`config.mk`:
```
export PLATFORM = sky130hd
export DESIGN_NAME = std_and2_buf_inv
export DESIGN_NICKNAME = d
export VERILOG_FILES = /design/src/rtl/std_gate_pkg.sv /design/src/rtl/std_buf_chain.sv /design/src/rtl/std_and2_buf_inv.sv
export SDC_FILE = /design/constraint.sdc
export NUM_CORES = 1
export LEC_CHECK = 0
export ABC_AREA = 1
export CAP_MARGIN = 20
export CORE_ASPECT_RATIO = 1.5
export CORE_MARGIN = 4
export CORE_UTILIZATION = 30
export DETAILED_ROUTE_END_ITERATION = 12
export PLACE_DENSITY = 0.83
export SYNTH_ARGS = -nofsm -noshare
export SYNTH_HDL_FRONTEND = slang
export SYNTH_SLANG_ARGS = --single-unit
```
`constraint.sdc`:
```
create_clock -name clk -period 0.8 [get_ports clk]
set_clock_uncertainty 0.1 [all_clocks]
set_input_delay 0.08 -clock clk [delete_from_list [all_inputs] [get_ports clk]]
set_output_delay 0.08 -clock clk [all_outputs]
set_load 0.05 [all_outputs]
```
`src/rtl/std_gate_pkg.sv`:
```
`default_nettype none
// ============================================================================
// Module      : std_gate_pkg
// Description : Shared constants for the AND2/BUF/INV primitive gate layer.
//               Holds the default lane count, the default pulse-shaper
//               delay depth and the per-bit reset value of the BUF chain.
// Revision    : 1.0  initial release
// ============================================================================
package std_gate_pkg;

    // Default number of independent lanes.
    localparam int STD_GATE_WIDTH_DEF = 8;

    // Default depth of the registered BUF chain (pulse width in clocks).
    localparam int STD_GATE_DLY_DEF   = 10;

    // Per-bit chain reset value. Replicated across the lane vector this
    // gives an all-ones load, which reads as "a was low" to the shaper.
    localparam logic STD_GATE_CHAIN_RST = 1'b1;

endpackage : std_gate_pkg
`default_nettype wire

```
`src/rtl/std_buf_chain.sv`:
```
`default_nettype none
// ============================================================================
// Module      : std_buf_chain
// Description : WIDTH x DELAY_STAGES synchronous shift register. Each lane
//               shifts i_d in at stage 0 and presents the last stage on
//               o_tail. A synchronous reset loads every stage with ones.
// Ports       : clk     - clock, rising edge
//               reset   - synchronous active-high reset (loads ones)
//               i_d     - [WIDTH-1:0] per-lane input to stage 0
//               o_tail  - [WIDTH-1:0] per-lane output of the last stage
// Revision    : 1.0  initial release
// ============================================================================
module std_buf_chain
    import std_gate_pkg::*;
#(
    parameter int WIDTH        = STD_GATE_WIDTH_DEF,
    parameter int DELAY_STAGES = STD_GATE_DLY_DEF
) (
    input  logic             clk,
    input  logic             reset,
    input  logic [WIDTH-1:0] i_d,
    output logic [WIDTH-1:0] o_tail
);

    logic [WIDTH-1:0] r_chain [DELAY_STAGES];

    always_ff @(posedge clk) begin
        if (reset) begin
            for (int k = 0; k < DELAY_STAGES; k++) begin
                r_chain[k] <= {WIDTH{STD_GATE_CHAIN_RST}};
            end
        end else begin
            r_chain[0] <= i_d;
            for (int k = 1; k < DELAY_STAGES; k++) begin
                r_chain[k] <= r_chain[k-1];
            end
        end
    end

    assign o_tail = r_chain[DELAY_STAGES-1];

endmodule : std_buf_chain
`default_nettype wire

```
`src/rtl/std_and2_buf_inv.sv`:
```
`default_nettype none
// ============================================================================
// Module      : std_and2_buf_inv
// Description : WIDTH-lane bank of AND2, BUF and INV primitives with
//               combinational and registered outputs, plus a clocked
//               rising-edge pulse shaper (INV -> BUF chain -> AND2).
//               Build option: define STD_GATE_PULSE_EN to build the pulse
//               shaper; when undefined no chain is built and pls is 0.
// Ports       : clk     - sole clock, rising edge
//               reset   - synchronous active-high reset
//               a, b    - [WIDTH-1:0] per-lane operands (b feeds AND2 only)
//               y_and/y_buf/y_inv - combinational a&b, a, ~a
//               q_and/q_buf/q_inv - registered a&b, a, ~a (reset to 0)
//               pls     - [WIDTH-1:0] rising-edge pulse, DELAY_STAGES wide
// Revision    : 1.0  initial release
// ============================================================================
module std_and2_buf_inv
    import std_gate_pkg::*;
#(
    parameter int WIDTH        = STD_GATE_WIDTH_DEF,
    parameter int DELAY_STAGES = STD_GATE_DLY_DEF
) (
    input  logic             clk,
    input  logic             reset,
    input  logic [WIDTH-1:0] a,
    input  logic [WIDTH-1:0] b,
    output logic [WIDTH-1:0] y_and,
    output logic [WIDTH-1:0] y_buf,
    output logic [WIDTH-1:0] y_inv,
    output logic [WIDTH-1:0] q_and,
    output logic [WIDTH-1:0] q_buf,
    output logic [WIDTH-1:0] q_inv,
    output logic [WIDTH-1:0] pls
);

    logic [WIDTH-1:0] r_q_and;
    logic [WIDTH-1:0] r_q_buf;
    logic [WIDTH-1:0] r_q_inv;

    // Pure gate outputs: independent of clk and reset.
    assign y_and = a & b;
    assign y_buf = a;
    assign y_inv = ~a;

    // Registered copies. q_inv clears to 0 (not ~a) so every registered
    // output reads zero while held in reset.
    always_ff @(posedge clk) begin
        if (reset) begin
            r_q_and <= '0;
            r_q_buf <= '0;
            r_q_inv <= '0;
        end else begin
            r_q_and <= a & b;
            r_q_buf <= a;
            r_q_inv <= ~a;
        end
    end

    assign q_and = r_q_and;
    assign q_buf = r_q_buf;
    assign q_inv = r_q_inv;

`ifdef STD_GATE_PULSE_EN
    logic [WIDTH-1:0] w_inv_a;
    logic [WIDTH-1:0] w_tail;

    assign w_inv_a = ~a;

    // The tail holds ~a from DELAY_STAGES edges ago. ANDing it with the
    // live a gives a pulse that starts with the rise (no register in the
    // a path) and ends once the high level reaches the tail.
    std_buf_chain #(
        .WIDTH        (WIDTH),
        .DELAY_STAGES (DELAY_STAGES)
    ) u_buf_chain (
        .clk    (clk),
        .reset  (reset),
        .i_d    (w_inv_a),
        .o_tail (w_tail)
    );

    assign pls = a & w_tail;
`else
    // No chain in this build. DELAY_STAGES is still part of the interface
    // so both builds drop into the same instantiation; it has no hardware
    // here, and either branch ties the pulse output low.
    generate
        if (DELAY_STAGES >= 1) begin : g_pls_off
            assign pls = '0;
        end else begin : g_pls_off_bad_depth
            assign pls = '0;
        end
    endgenerate
`endif

endmodule : std_and2_buf_inv
`default_nettype wire

```
run_1/m1.png
Scale bar: 20 µm. Cells faint in the background.
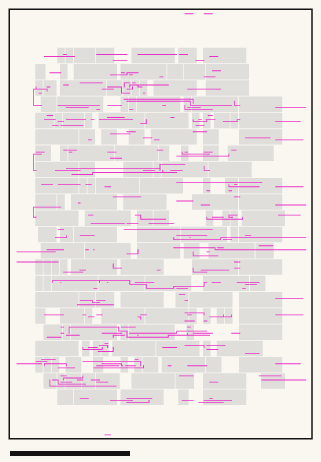
wire length on this layer: 752 µm
main direction: horizontal
nets with wire on the layer: 151

run_1/m2.png
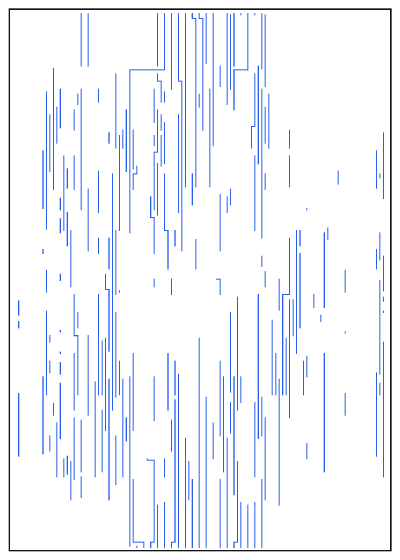
share of all routed wire: 62%
main direction: vertical
longest straight run: 31.3 µm
nets with wire on the layer: 172

==> run notes, run 1 <==
This note records the results obtained with Yosys and OpenROAD.

Floorplan
At the floorplan stage, the core utilization is reported as 32.2%. In this run the full chip footprint comes out at 3600 µm². 74 I/O pins were placed. The floorplan step set the die width to 50.4 µm. The vertical die size is roughly 72 µm.

STA
Final hold analysis gives a worst-case slack of -0.142 ns. The number of failing hold endpoints at the final stage is 12. In the post-route analysis, the smallest setup slack over all paths is -0.186 ns.

The clock period minus final worst setup slack is 0.986 ns. Setup repair after global routing could not meet its margin everywhere. The number of setup violations in the final report is 24.

Based on the critical path, the design can be clocked at up to 1010 MHz. In the final report, the number of pins over their slew limit comes to 0.

Pwr
The sequential power share is 40.6%. The leakage power summed over all cells is 0.00102 µW. The maximum vdd ir drop is 1.22 mV. The clock group share of total power is between 10% and 20%. The net switching share of the total power is 34.1%. The power report lists the combinational group at 1300 µW. In this run the power density over the cells is 1550 nW/µm². Ranked by power, first place goes to sequential cells.

The flip-flop and latch power is 1310 µW.

Routing
The wire length per cell after detailed routing is between 10 and 15 µm. The first routing iteration left 11 violations. Before antenna repair, the detailed router went through 3 iterations. After detailed routing, the number of remaining DRC violations is 0.

Finish
The layout summary lists the proportion of cells stronger than drive strength 1 as 69.4%. The antenna diode count is 0. After the last flow step, the layout net total stands at approximately 190. The final cell count without fillers is 206.

The relative area change from synthesis to final layout is 158%.

Run
The number of max-capacitance violations reported is 0.

CTS
The TritonCTS clock tree is done. The master cell of the clock root buffer is sky130_fd_sc_hd__clkbuf_4. The CTS H-tree depth is 1. The maximum buffer depth of the clock tree is 2.

GRT
The number of global-route vias before repair came to 855. Summed over all layers, the global routing overflow is 0. The number of antenna violations at the first check in global routing was 0.

The pin count of the biggest net entering global routing is 16.

Synth
The count of flip-flops with a built-in enable after synthesis is 0. The share of the yosys chip area belonging to registers is 59.5%. The most used flip-flop cell is sky130_fd_sc_hd__dfxtp_1. The count of synthesis-stage warnings from yosys is 0.

For reference, the top cells by area after synthesis are sky130_fd_sc_hd__dfxtp_1 60%, sky130_fd_sc_hd__buf_4 15%, sky130_fd_sc_hd__nor2_1 11%. The number of different library cells in the post-synthesis netlist is 7. Counting instances in the post-synthesis netlist gives the leading cell types as 24 x sky130_fd_sc_hd__dfxtp_1, 24 x sky130_fd_sc_hd__nor2_1, 16 x sky130_fd_sc_hd__buf_4, 16 x sky130_fd_sc_hd__inv_1, 8 x sky130_fd_sc_hd__nand2_1. After synthesis, the chip area reported by Yosys is 807 µm².

The count of instantiated cells in the yosys netlist is 91. The largest area contributor in the synthesized netlist is sky130_fd_sc_hd__dfxtp_1. The share of synthesized area in the top cell type comes to 59.5%. The share of async-settable or async-resettable flops after synthesis is 0%.

The cell count after synthesis came out at 91. The mean instance size in the synthesized netlist is about 8.9 µm².

Critical path
Broken down by cell family, the worst path's largest delay share belongs to flip-flops. The arrival time of data at the worst endpoint is listed as between 0.8 and 0.9 ns. Along the critical path, the tally of buffer and inverter instances is 1. The category of the worst setup path launch point is a register.

The classification of the worst setup path is reg -> out. The required time at the worst endpoint is listed as 0.62 ns. The signal on the critical path passes through buf_12. Of all nets on the critical path, the largest fanout is 1. The cell with the largest stage delay on the worst path is sky130_fd_sc_hd__dfxtp_2. The largest stage delay on the critical path is 0.37 ns.

Placement
The total of buffers placed on input and output ports is 65. Per the gpl log, the routability congestion estimate is 0.704.

Status
The run finished, with violations left. The checks that failed: hold timing, setup timing.

Min path
The path class of the lowest-slack min-delay path is in -> reg.
run_1/m3.png
Scale bar: 20 µm.
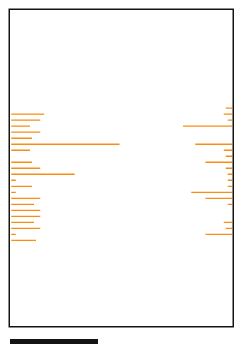
share of all routed wire: 7.5%
nets with wire on the layer: 39
main direction: horizontal
wire length on this layer: 185 µm

[run 1: kinds of logic (layout without fill, tap and decap cells)]
logic type	after synthesis	in the layout	synth area share, %
other	1	8	0.465
AND/OR/NAND/NOR	32	32	14.9
flip-flops	24	24	59.5
buffers and inverters	34	106	25.1
[run 1: metrics by stage]
step | area, µm² | worst slack, ns | power (µW)
final | 2080 | -0.186 | 3240
after floorplan | 833 | 0.0327 | 1950
after global placement | 1970 | -0.306 | 2600
after CTS | 2080 | -0.196 | 3260
after global routing | 2080 | -0.224 | 3350
after detailed placement | 1970 | -0.362 | 2620
[run 1: layout make-up]
class                      count  area (µm²)
multi-input combinational     40         165
sequential                    24         510
tap                           36        45.0
fill                         126         423
clock buffer                   4        36.3
timing repair buffer          86        1260
inverter                      16        60.1
[run 1: cells in the final DEF (no fill, tap or decap), drive strengths merged]
master,n
clkdlybuf4s15,3
nor2,24
buf,67
clkbuf,9
dfxtp,24
clkdlybuf4s50,1
conb,8
inv,16
dlygate4sd3,2
dlygate4sd2,8
nand2,8
[run 1: flip-flops by register name, summed over array words and instances (netlist names)]
register,count
q_inv,8
q_buf,8
q_and,8
[run 1: path summary, 6_finish.rpt]
check / start / endpoint / slack, ns / cells past startpoint
max: q_buf[6] / q_buf[6] / -0.19 / 1
min: a[6] / q_inv[6] / -0.14 / 2
[run 1: layer usage]
metal	vias to the layer above	GRT usage, %	share of wire [%]	routed length [µm]
met2	39	29.7	62	1520
met5	-	0	0	0
met3	0	3.53	7.5	184
met4	0	1.80	0	0
met1	359	12.5	31	751
li1	391	-	-	-
[run 1: what timing repair did]
| item | CTS | global route |
|---|---|---|
| resized | 63 | 9 |
| setup endpoints to repair | 48 | 37 |
| buffers inserted | 5 | 0 |
| endpoints found under the hold margin | 5 | 14 |
| pin swaps | 1 | 0 |
==> run 2: changes to the inputs <==
--- a/config.mk
+++ b/config.mk
@@ -10,8 +10,10 @@
 export CORE_ASPECT_RATIO = 1.5
 export CORE_MARGIN = 4
 export CORE_UTILIZATION = 30
+export CTS_BUF_LIST = sky130_fd_sc_hd__clkbuf_16
 export DETAILED_ROUTE_END_ITERATION = 12
 export PLACE_DENSITY = 0.83
 export SYNTH_ARGS = -nofsm -noshare
 export SYNTH_HDL_FRONTEND = slang
+export SYNTH_HIERARCHICAL = 1
 export SYNTH_SLANG_ARGS = --single-unit
run_2/m3.png
Scale bar: 20 µm.
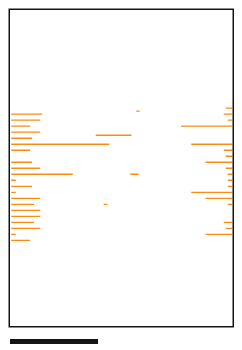
longest straight run: 21.8 µm
main direction: horizontal
nets with wire on the layer: 41
share of all routed wire: 7.3%
wire length on this layer: 191 µm
total vias in the final route: 802
routed wire length: 2630 µm
met3 demand-to-capacity share in global routing: 4.57%

==> run 2 against run 1 <==
Effect of this change:
- the run still ends with hold timing, setup timing left
- sequential cell count stayed put
- synthesized cell count stayed put
- sequential share of layout area is 0.80 points lower
- setup slack better by 0.077 ns
- cell area is 3.4% higher
- via count is 1.6% higher
- total power is 14% higher
- die size stayed put
- critical path depth stayed put
- combinational power hardly changed
- largest cell class unchanged
==> run notes, run 2 <==
This note records the results obtained with Yosys and OpenROAD.

Status
The run finished, with violations left. The checks that failed: hold timing, setup timing.

Synth
The mean instance size in the synthesized netlist is 8.87 µm². The count of synthesis-stage warnings from yosys is 6. Synthesis produced just over 90 cells. For this run, the leading register cell type out of synthesis is sky130_fd_sc_hd__dfxtp_1. In the synthesized netlist, the cells that appear most often are 24 x sky130_fd_sc_hd__dfxtp_1, 24 x sky130_fd_sc_hd__nor2_1, 16 x sky130_fd_sc_hd__buf_4, 16 x sky130_fd_sc_hd__inv_1, 8 x sky130_fd_sc_hd__nand2_1. The count of flip-flops with a built-in enable after synthesis is 0.

After synthesis the netlist holds a flip-flop and latch count of 24. The main area contributors are sky130_fd_sc_hd__dfxtp_1 60%, sky130_fd_sc_hd__buf_4 15%, sky130_fd_sc_hd__nor2_1 11%. sky130_fd_sc_hd__dfxtp_1 takes more of the synthesized area than any other cell. The cell area after synthesis is approximately 810 µm². The share of async-settable or async-resettable flops after synthesis is 0%. The count of instantiated cells in the yosys netlist is 91. The share of the yosys chip area belonging to registers is around three fifths.

In the Yosys stats the netlist draws on 7 distinct library cells. After synthesis, the chip area reported by Yosys is 807 µm². In this run the biggest area consumer among cell types represents between 50 and 60% of the synthesized area.

Pwr
In the power breakdown, the internal column shows about 2500 µW. In this run, flip-flops and latches consume 35.7% of the power. The leakage power summed over all cells is ~0.0011 µW.

Per the summary, power density relative to cell area is 1710 nW/µm². The switching portion of total power comes to 31.2%. The clock group share of total power is around 28%. The power report lists the clock group at 1050 µW. Per report_power, the Combinational row totals 1320 µW. The total net switching power is 1150 µW. The worst VDD IR drop from the latest analysis is 1.51 mV. The top contributor to total power is combinational cells. The total power is 3680 µW. The part of the total power dissipated in combinational logic is 35.8%.

The flip-flop and latch power is 1310 µW.

Finish
The net count of the finished layout is 191. The final standard cell utilization of the core is between 80% and 90%. In the layout the commonest cells are 48 x sky130_fd_sc_hd__buf_12, 24 x sky130_fd_sc_hd__dfxtp_2, 23 x sky130_fd_sc_hd__nor2_1, 18 x sky130_fd_sc_hd__buf_4, 9 x sky130_fd_sc_hd__inv_2. Relative to the synthesized area, the layout overhead comes to 167%. The filler cells instantiated in the layout total 109.

The final cell count without fillers is ~210. In the final layout, flip-flops and latches occupy 510 µm². The area taken by multi-input combinational cells is reported as 168 µm². The ratio of cells with drive above 1 in the final layout is 69.2%. The highest-count logic cell in the final layout is sky130_fd_sc_hd__buf_12. The antenna diode count is 0.

STA
Of the available clock period, the critical path in the final layout requires 114%. The number of failing hold endpoints at the final stage is 1. Static timing analysis puts the maximum clock frequency at between 1000 and 1500 MHz.

The clock period minus final worst setup slack is between 0.9 and 1 ns. The final timing report lists a max-slew violation count of 0. Setup repair after global routing could not meet its margin everywhere. After layout, the worst setup slack is -0.109 ns. The number of setup violations in the final report is 24. The hold slack is -0.00530 ns.

Routing
The wire length per cell after detailed routing is between 10 and 15 µm. In the log, the iteration count for the first detailed-route pass is 2. The violation tally recorded at the end of detailed-routing iteration 0 is 12. The tally of nets with antenna violations remaining after routing is 0.

The per-cell via count in the routed design is 3.86. The DRC violation count after routing is 0.

Placement
As logged by OpenROAD, the buffers inserted on ports number 65. Counting tap cells, the placed design contains a total of 195 instances. The HPWL after detailed placement is around 2000 µm. The final weighted congestion recorded by global placement is 0.704.

Critical path
The signal on the critical path passes through buf_12. STA classifies the critical path endpoint as an output pin. The number of buffers and inverters on the critical path is 1. The category of the worst setup path launch point is a register.

The timing report shows that the slowest cell on the worst path is sky130_fd_sc_hd__dfxtp_2. Data on the critical path is required at its endpoint by 0.62 ns. The largest driver fanout on the critical path is 1. By startpoint and endpoint, the worst setup path is classified as reg -> out. The data arrival time of the critical path is ~0.73 ns. The timing report attributes the biggest portion of critical-path delay to flip-flops.

The largest stage delay on the critical path is roughly 0.34 ns.

Floorplan
The region available for standard cell placement spans roughly 2500 µm². The floorplan report gives the top-level pin count as 74. Row generation in the floorplan step produced 22 rows. The floorplan core density is between 30% and 40%.

The overall die width is between 50 and 60 µm. Per the OpenROAD floorplan log, the area of the die is 3600 µm². The vertical die dimension reported for this design is 71.5 µm.

GRT
The all-layer global routing usage is between 10% and 20%. The number of global-route vias before repair came to just under 900. The pin count of the biggest net entering global routing is 16. The first global-routing pass estimated just under 4000 µm of wire. The number of antenna violations at the first check in global routing is 0. The overall overflow remaining after global route is 0.

CTS
Counting along the longest clock path gives a buffer depth of 2. The tree built by TritonCTS fans out to 24 sinks. TritonCTS built the clock tree. The clock transition time at the flip-flop clock pins of the worst setup and hold paths is about 0.060 ns. The number of clock buffers inserted by TritonCTS is 3. The master cell of the clock root buffer is sky130_fd_sc_hd__clkbuf_16. The CTS H-tree depth is 1.

Min path
Checking hold timing, the worst path is listed with class in -> reg. The hold path startpoint is a[5]. In the hold timing report, the worst path depth is 3. The worst-case hold path end point is q_and[5].

Run
The number of max-capacitance violations reported is 0. OpenROAD emitted warnings numbering 28.
run 2: timing repair:
action | CTS | global route
hold endpoints to repair | 0 | 2
gates cloned | 0 | 1
setup buffers | 6 | 0
endpoints found under the setup margin | 55 | 40
pin swaps | 1 | 0
hold buffers | 0 | 2
gates resized | 65 | 9
run 2: logic make-up after synthesis:
| logic type | share of synthesized area, % |
|---|---|
| buf+inv | 25.1 |
| simple gates | 14.9 |
| flops | 59.5 |
| other cells | 0.465 |
run 2: how the worst max path moves through the flow:
| stage | from | to | slack (ns) | depth (start not counted) |
|---|---|---|---|---|
| 3_3_place_gp | a[3] | y_and[3] | -0.31 | 4 |
| 3_5_place_dp | a[0] | y_and[0] | -0.36 | 4 |
| 4_1_cts | q_buf[3] | q_buf[3] | -0.12 | 1 |
| 2_1_floorplan | q_and[0] | q_and[0] | 0.03 | 0 |
| 6_report | q_buf[3] | q_buf[3] | -0.11 | 1 |
| 5_1_grt | q_buf[6] | q_buf[6] | -0.13 | 1 |
run 2: routing by layer:
layer	GRT usage [%]	wire, µm	vias to the layer above	share of wire, %
met5	0	0	-	0
met4	4.49	29	0	1.1
met3	4.57	191	4	7.3
met2	30.2	1590	44	61
met1	12.9	813	361	31
li1	-	-	393	-
run 2: stage by stage:
stage / worst slack (ns) / area, µm² / setup TNS [ns]
6_report: -0.109 / 2150 / -2.43
5_1_grt: -0.130 / 2150 / -2.94
4_1_cts: -0.116 / 2140 / -2.58
3_5_place_dp: -0.362 / 1970 / -12.48
3_3_place_gp: -0.306 / 1970 / -11.08
2_1_floorplan: 0.0327 / 833 / 0
run 2: layout make-up:
cell class	instances	area share, %
multi-input cells	40	7.79
flip-flops and latches	24	23.7
repair buffers	88	59.9
clock buffers	3	3.49
well taps	36	2.09
inverters	16	2.79
clock inverters	1	0.174
==> run 3: changes to the inputs <==
--- a/config.mk
+++ b/config.mk
@@ -7,7 +7,7 @@
 export LEC_CHECK = 0
 export ABC_AREA = 1
 export CAP_MARGIN = 20
-export CORE_ASPECT_RATIO = 1.5
+export CORE_ASPECT_RATIO = 0.75
 export CORE_MARGIN = 4
 export CORE_UTILIZATION = 30
 export CTS_BUF_LIST = sky130_fd_sc_hd__clkbuf_16
run_3/m3.png
Scale bar: 20 µm.
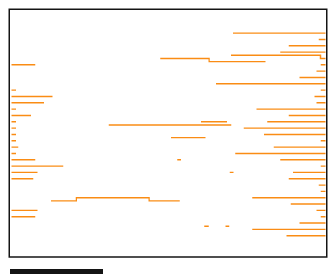
wire length on this layer: 425 µm
nets with wire on the layer: 55
longest straight run: 26.0 µm
main direction: horizontal
share of all routed wire: 11%

==> run 3 against run 2 <==
Effect of this change:
- the run still ends with hold timing, setup timing left
- sequential power hardly changed
- via count rose by 10%
- fmax fell by 3.2%
- final cell count rose by 0.48%
- synthesized cell count unchanged
- critical endpoint is now q_buf[6]
- largest cell class unchanged
- largest power group unchanged
==> run notes, run 3 <==
This note records the results obtained with Yosys and OpenROAD.

Status
The flow ran to the end, but the final reports show violations. The final reports fail on hold timing, setup timing.

GRT
The all-layer global routing usage is about 22%. The overall overflow remaining after global route is 0. The first global-routing pass estimated ~5500 µm of wire. The number of global-route vias before repair is just under 1000. The routing usage on met1 is 24.2%. The number of antenna violations at the first check in global routing is 0.

Global routing used 40.1% of the available met2 tracks.

Synth
Post-synth the commonest register cell is sky130_fd_sc_hd__dfxtp_1. In this run, synthesis produced a sequential element count of 24. The largest area contributor in the synthesized netlist is sky130_fd_sc_hd__dfxtp_1.

The number of different library cells in the post-synthesis netlist is 7. The share of async-settable or async-resettable flops after synthesis is 0%. The synthesis area per yosys is 807 µm². By area the synthesized netlist is led by sky130_fd_sc_hd__dfxtp_1 60%, sky130_fd_sc_hd__buf_4 15%, sky130_fd_sc_hd__nor2_1 11%. For reference, the post-synthesis area per instance comes to between 8 and 9 µm². The post-synth count of flops with an enable pin is 0. In the synthesized netlist, the number of instances is between 90 and 100.

Floorplan
Measured along the x axis, the die boundary spans slightly below 70 µm. The overall die size recorded for this design is 3590 µm². The area of the core region is 2420 µm².

The placement row count is 15.

Placement
During placement, the flow inserted port buffers numbering ~65. The placed cell count is 195. The weighted congestion reported at the end of routability-driven placement is between 0.6 and 0.7.

The post-placement setup slack is -0.402 ns.

Critical path
The largest driver fanout on the critical path is 1. The critical path endpoint has a required time of 0.62 ns. The type of element capturing the critical path is an output pin. STA classifies the critical path startpoint as a register. The cell class contributing the biggest share of worst-path delay is flip-flops. The data arrival time of the critical path is 0.76 ns.

The largest stage delay on the critical path is 0.36 ns. The number of buffers and inverters on the critical path is 1. The cell with the largest stage delay on the worst path is sky130_fd_sc_hd__dfxtp_2.

Run
The OpenROAD warning count is 29. The number of max-capacitance violations reported is 0.

Routing
In the per-layer summary, the met1 wirelength comes to about 1500 µm. Detailed routing placed a total of ~1900 µm of wire on met2. Per the detail_route report, routed wire per instance is 18.9 µm. Signal nets in the final route climb as high as met4. The tally of nets with antenna violations remaining after routing is 0.

In the routed design, unresolved DRC markers number 0. The detailed router's first-iteration violation count is 17. The first detailed-routing pass took 3 iterations. The via count is 886.

STA
The achievable clock frequency is 1060 MHz. Across all hold checks on the routed design, the worst slack comes to -0.0609 ns. The final timing report lists a max-slew violation count of 0. Setup repair after global routing could not meet its margin everywhere. The final timing report counts setup violations totalling 24.

The worst setup slack after layout is -0.139 ns. The clock period minus final worst setup slack is around 0.94 ns. For reference, the final report shows the hold violation count at 3.

Pwr
The maximum vdd ir drop is 2.07 mV. The leakage power in the latest report is 0.00108 µW. The power density normalized to cell area is 1710 nW/µm².

Finish
The number of inserted filler cells in the final layout is about 91. The relative area change from synthesis to final layout is 174%. For this run, the number of standard cells in the final layout without fillers is 209.

By instance count after routing, the leading logic cell types are 49 x sky130_fd_sc_hd__buf_12, 24 x sky130_fd_sc_hd__nor2_1, 24 x sky130_fd_sc_hd__dfxtp_2, 23 x sky130_fd_sc_hd__buf_4, 9 x sky130_fd_sc_hd__inv_2. The most common logic cell in the final layout is sky130_fd_sc_hd__buf_12. The final antenna diode tally reported by the flow is 0.

CTS
The clock transition time at the flip-flop clock pins of the worst setup and hold paths is approximately 0.06 ns. TritonCTS built the clock tree. Looking at the clock tree report, the root buffer type is sky130_fd_sc_hd__clkbuf_16. Looking at the clock tree report, the maximum root-to-sink buffer count equals 2.

The CTS H-tree depth is 1.

Min path
Note that the worst hold path type here is in -> reg.
[run 3: area by class of cell]
cell class | count | area (µm²) | area share, %
clock buffers | 3 | 75.1 | 3.40
inverters | 16 | 62.6 | 2.83
multi-input cells | 40 | 170 | 7.71
flip-flops and latches | 24 | 510 | 23.1
well taps | 34 | 42.5 | 1.93
repair buffers | 92 | 1350 | 61.0
[run 3: path summary, 6_finish.rpt]
| path | cells past startpoint | from | end | slack (ns) |
|---|---|---|---|---|
| max | 1 | q_buf[6] | q_buf[6] | -0.14 |
| min | 2 | a[5] | q_inv[5] | -0.06 |
[run 3: repair_timing]
action                     4_1_cts  5_1_grt
hold endpoints to repair         0        4
hold buffers                     0        1
buffers inserted                 6        3
cloned                           1        0
pin swaps                        5        4
gates resized                   72       10
setup endpoints to repair       56       36
[run 3: stage by stage]
stage	total power (µW)	cell area [µm²]	hold WS (ns)	setup TNS (ns)	utilization, %
2_1_floorplan	1950	833	0.0524	0	-
3_3_place_gp	2610	2000	0.427	-11.49	82.5
3_5_place_dp	2650	2000	0.428	-13.26	82.5
4_1_cts	3750	2200	0.0274	-2.71	90.7
5_1_grt	3890	2210	-0.0525	-3.18	91.2
6_report	3790	2210	-0.0609	-2.79	91.2
[run 3: cell families after synthesis]
family / after synthesis / synth area share, %
buf+inv: 34 / 25.1
flops: 24 / 59.5
other cells: 1 / 0.465
simple gates: 32 / 14.9
[run 3: power breakdown]
group          total [µW]  switching [µW]  leakage, µW  internal (µW)
combinational        1400             765     0.000836            632
clock                1070             406    0.0000370            661
sequential           1320            52.3     0.000206           1270
total                3790            1220      0.00108           2560
Power is estimated from default activity; no workload was simulated.
